### src/rtl/mem_arbiter_pkg.sv
// Shared types for the memory arbiter: RAM handshake/word types and the
// arbiter grant state encoding.
package cpu_types_pkg;
  typedef logic [31:0] word_t;
  typedef enum logic [1:0] {FREE, BUSY, ACCESS, ERROR} ramstate_t;
endpackage

package dp_types_pkg;
  typedef enum logic [1:0] {IDLE, GRANT_I, GRANT_D} arb_state_t;
endpackage

### src/rtl/mem_arbiter.sv
// Single-port RAM arbiter between instruction fetch and data access paths.
// Data wins arbitration unless it has starved fetch for DSTREAK_MAX grants.
module mem_arbiter
  import cpu_types_pkg::*;
  import dp_types_pkg::*;
#(
  parameter int DSTREAK_MAX = 4
) (
  input  logic      CLK,
  input  logic      nRST,
  input  logic      iREN,
  input  word_t     iaddr,
  output logic      iwait,
  output word_t     iload,
  input  logic      dREN,
  input  logic      dWEN,
  input  word_t     daddr,
  input  word_t     dstore,
  output logic      dwait,
  output word_t     dload,
  output logic      ramREN,
  output logic      ramWEN,
  output word_t     ramaddr,
  output word_t     ramstore,
  input  word_t     ramload,
  input  ramstate_t ramstate,
  output logic      ramerr
);

  localparam logic [3:0] STREAK_MAX = 4'(DSTREAK_MAX);

  arb_state_t state_q, state_d;
  logic [3:0] dstreak_q, dstreak_d;
  logic       ramerr_q, ramerr_d;
  logic       d_req;
  logic       ram_done;

  assign d_req    = dREN | dWEN;
  assign ram_done = (ramstate == ACCESS) || (ramstate == ERROR);
  assign ramerr   = ramerr_q;

  always_ff @(posedge CLK or negedge nRST) begin
    if (!nRST) begin
      state_q   <= IDLE;
      dstreak_q <= 4'd0;
      ramerr_q  <= 1'b0;
    end else begin
      state_q   <= state_d;
      dstreak_q <= dstreak_d;
      ramerr_q  <= ramerr_d;
    end
  end

  always_comb begin
    state_d   = state_q;
    dstreak_d = dstreak_q;
    ramerr_d  = ramerr_q;
    ramREN    = 1'b0;
    ramWEN    = 1'b0;
    ramaddr   = '0;
    ramstore  = '0;
    iwait     = 1'b1;
    dwait     = 1'b1;
    iload     = '0;
    dload     = '0;

    case (state_q)
      IDLE: begin
        if (d_req && (!iREN || (dstreak_q < STREAK_MAX))) begin
          state_d = GRANT_D;
        end else if (iREN) begin
          state_d = GRANT_I;
        end
      end

      GRANT_I: begin
        // A dropped request aborts silently; the streak is left untouched.
        if (!iREN) begin
          state_d = IDLE;
        end else begin
          ramREN  = 1'b1;
          ramaddr = iaddr;
          if (ram_done) begin
            iwait     = 1'b0;
            iload     = ramload;
            state_d   = IDLE;
            dstreak_d = 4'd0;
            if (ramstate == ERROR) ramerr_d = 1'b1;
          end
        end
      end

      GRANT_D: begin
        if (!d_req) begin
          state_d = IDLE;
        end else begin
          ramREN   = dREN;
          ramWEN   = dWEN;
          ramaddr  = daddr;
          ramstore = dstore;
          if (ram_done) begin
            dwait   = 1'b0;
            dload   = ramload;
            state_d = IDLE;
            if (!iREN) begin
              dstreak_d = 4'd0;
            end else if (dstreak_q < STREAK_MAX) begin
              dstreak_d = dstreak_q + 4'd1;
            end
            if (ramstate == ERROR) ramerr_d = 1'b1;
          end
        end
      end

      default: state_d = IDLE;
    endcase
  end

endmodule

### config.mk
export PLATFORM = sky130hd
export DESIGN_NAME = mem_arbiter
export DESIGN_NICKNAME = d
export VERILOG_FILES = /design/src/rtl/mem_arbiter_pkg.sv /design/src/rtl/mem_arbiter.sv
export SDC_FILE = /design/constraint.sdc
export NUM_CORES = 1
export LEC_CHECK = 0
export CAP_MARGIN = 25
export CORE_AREA = 3 3 102 104
export CTS_CLUSTER_SIZE = 25
export DETAILED_ROUTE_END_ITERATION = 8
export DIE_AREA = 0 0 105 107
export PLACE_DENSITY = 0.66
export SLEW_MARGIN = 20
export SYNTH_ARGS = -nofsm -noshare
export SYNTH_HDL_FRONTEND = slang
export SYNTH_SLANG_ARGS = --single-unit
### constraint.sdc
create_clock -name CLK -period 1.8 [get_ports CLK]
set_input_delay 0.36 -clock CLK [delete_from_list [all_inputs] [get_ports CLK]]
set_output_delay 0.36 -clock CLK [all_outputs]
set_load 0.02 [all_outputs]
==> images/final_congestion.png <==
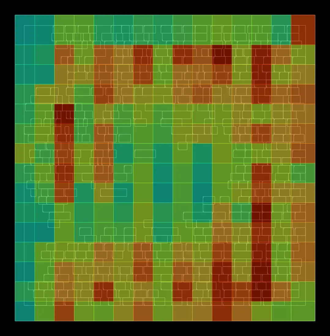
GR Util met3: 3.853%
Post-Route Utilization: 61.33%

==> results.toml <==
# implementation run metrics
[status]
status = "finished with violations"
violations = "setup timing"

[finish]
layout-drive-gt1-share_pct = 61.95
finalInstanceArea_sq_um = 5912
instances_no_fill = 678
nNetsFinal = 685

[synthesis]
yosysWarnings = 0
synthesis.nets = 382
numSynthFlops = 7
synth_cells = 242
synth_area_per_cell_sq_um = 7.125
yosysUniqueCellTypes = 31
syn_area_sq_um = 1724
yosys-stat-area_sq_um = 1724
ys_seq_share_pct = 10.16
edf_count = 0

[power_and_ir_drop]
power.share.clock_pct = 3.9
p_sw_uw = 2351
peakVddDrop_mv = 0.7718
power.internal_uw = 3365
combPwrFrac_pct = 91.8
p_leak_uw = 0.002633
p_total_uw = 5716
seq_power_share_pct = 4.2

[global_routing]
grt_util_all_layers_pct = 21.49
grt_overflow = 0
grt_pass1_wl_mm = 19.10
grt_max_degree = 28
antenna_found_initial = 1

[cts]
clk_pin_slew_ns = 0.04
htree_levels = 1
numCtsBuffers = 3
cts_tree = "yes"
clkLatencyLatePin_ns = 0.23
cts.sinks = 7
hold_buffers = 0

[detailed_routing]
vias = 3151
via_per_inst = 4.647
wl_per_cell_microns = 20.71
drt.antenna.violating_nets = 0
drc = 0
drtIter0Drc = 102
drtPass1Iterations = 4

[critical_path]
r2r_setup_slack_ns = 0.09
cp_max_fo = 7
path_cells = "inv_2 > ha_4 > and2_4 > clkbuf_16 > a22oi_2 > nor2b_2 > buf_6"
critPathBufInv = 3
cp_top_family = "flip-flops"
worstSetupEndpointType = "output port"
startpoint_type = "flip-flop"
crit_arrival_ns = 1.71
cp.required_ns = 1.44
worst-r2r-cell-count = 7
path_class = "flip-flop to output port"
cpPeakStageDelay_ns = 0.43

[job]
max_cap_violations = 0
warning_count = 31

[timing]
clock_skew_ns = 0.0004050
rsz0062_at_grt = "yes"
slew_headroom_pct = 78.16
slew_violations = 0
hold_violations = 0
worst_hold_slack_ns = 0.3947
tns_ns = -22.77
finalSetupViolCount = 131
fin_crit_ns = 2.070
fin_ws_ns = -0.2695

[floorplan]
die-area_sq_um = 11240
pin_count = 268
rows = 36
fp-utilization_pct = 17.89

[placed_design]
hpwl_mm = 9.181
placed_cells = 637
place_area_sq_um = 4683

[min_path]
hold_path_class = "input port to async pin"
==> images/gate_families.png <==
Scale bar: 20 microns.
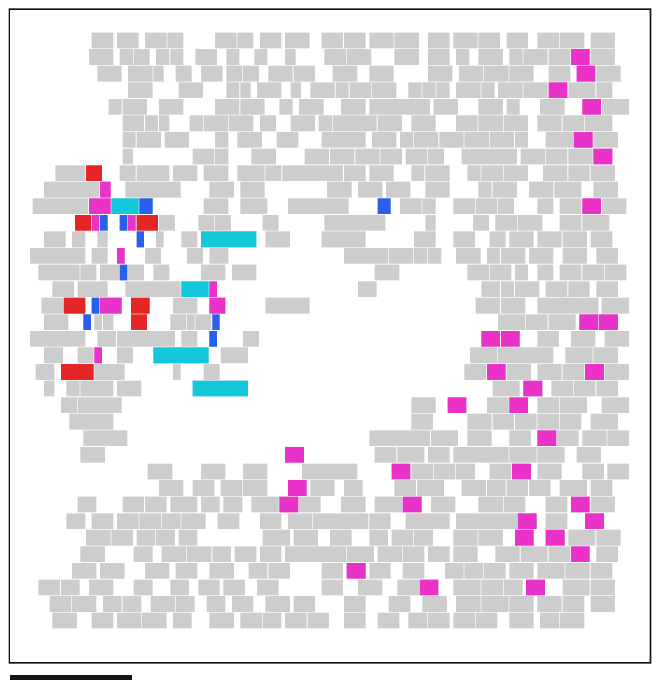
[red] AND-OR and OR-AND gates | cells: 7 | most used: a21o_1 | where: middle left
[blue] NAND gates | cells: 10 | most used: nand2_1
[cyan] adder and majority cells | cells: 5 | most used: ha_4
[magenta] NOR gates | cells: 41 | most used: nor2b_2 | where: spread over the die

cells in the final DEF, fill, tap and decap left out, types with 5 or more instances in the layout:
| cell type | n |
|---|---|
| and3_1 | 32 |
| clkdlybuf4s50_1 | 131 |
| nor2_1 | 5 |
| buf_12 | 9 |
| and3_4 | 32 |
| buf_6 | 127 |
| nand2_1 | 8 |
| dfrtp_1 | 6 |
| buf_16 | 8 |
| buf_4 | 33 |
| buf_2 | 7 |
| and2_4 | 33 |
| nor2b_2 | 32 |
| a22oi_2 | 33 |
| clkbuf_16 | 5 |
logic make-up after synthesis:
| group | count (synthesis) | synth area share (%) |
|---|---|---|
| AOI/OAI and AO/OA | 47 | 20.97 |
| adders and majority gates | 5 | 3.628 |
| buffers and inverters | 32 | 11.76 |
| DFF | 7 | 10.16 |
| and+or+nand+nor | 151 | 53.48 |
Yosys cell counts (2+ instances only):
cell type / count / area share, %
a22oi_1: 32 / 14
nor2_1: 5 / 1.1
buf_6: 8 / 5.2
a21o_1: 2 / 0.87
o21a_1: 2 / 0.87
buf_4: 3 / 1.3
ha_1: 5 / 3.6
and2_1: 34 / 12
nand2_1: 9 / 2.0
buf_2: 3 / 0.87
a21boi_0: 2 / 0.87
dfrtp_1: 7 / 10
clkbuf_1: 9 / 2.0
clkbuf_2: 6 / 1.7
o21ai_0: 2 / 0.58
nor3_2: 2 / 1.2
and3_1: 64 / 23
inv_1: 3 / 0.65
nor2b_1: 32 / 12
final cells by class:
type | instances | area [sq um]
Tap cell | 133 | 166.4
Antenna cell | 1 | 2.502
Sequential cell | 7 | 176.4
Fill cell | 832 | 3727
Inverter | 3 | 11.26
Multi-Input combinational cell | 204 | 1898
Clock buffer | 4 | 45.04
Timing Repair Buffer | 326 | 3612
worst max path at each step:
| stage | to | cells after the start | slack (ns) |
|---|---|---|---|
| after floorplan | ramstore[10] | 7 | 0.0005 |
| after global placement | ramaddr[14] | 6 | -0.70 |
| after detailed placement | ramaddr[14] | 6 | -0.73 |
| after CTS | ramaddr[1] | 8 | -0.27 |
| after global routing | dload[29] | 8 | -0.34 |
| final | ramaddr[18] | 7 | -0.27 |
worst register-to-register path, cell delays in order, from the launching register on:
cell	delay, ns
dfrtp_1	0.39
buf_6	0.13
ha_4	0.16
buf_4	0.13
buf_4	0.13
a21boi_1	0.20
o2111ai_1	0.20
a32o_1	0.24
layer usage:
layer	wire, microns	GRT usage (%)
met5	0	0
met4	206	4.217
met3	707	3.853
met2	7514	39.69
met1	5614	26.05
what timing repair did:
item,in CTS,in global routing
resized,738,176
gates cloned,10,9
hold endpoints to repair,0,0
setup endpoints to repair,134,135
buffers inserted,11,8
pin swaps,9,53
flip-flops by register name, indices dropped and copies added, names as in the netlist:
name	flops
ramerr	1
dstreak_q	4
state_q	2
power groups by stage:
stage          sequential [uW]  combinational (uW)  clock [uW]
5_1_grt                    251                5470         237
3_3_place_gp               234                3310           0
2_1_floorplan              234                1850           0
6_report                   242                5250         226
4_1_cts                    240                4640         230
3_5_place_dp               235                3360           0
No activity file was given, so power comes from the tool's default toggle rates.
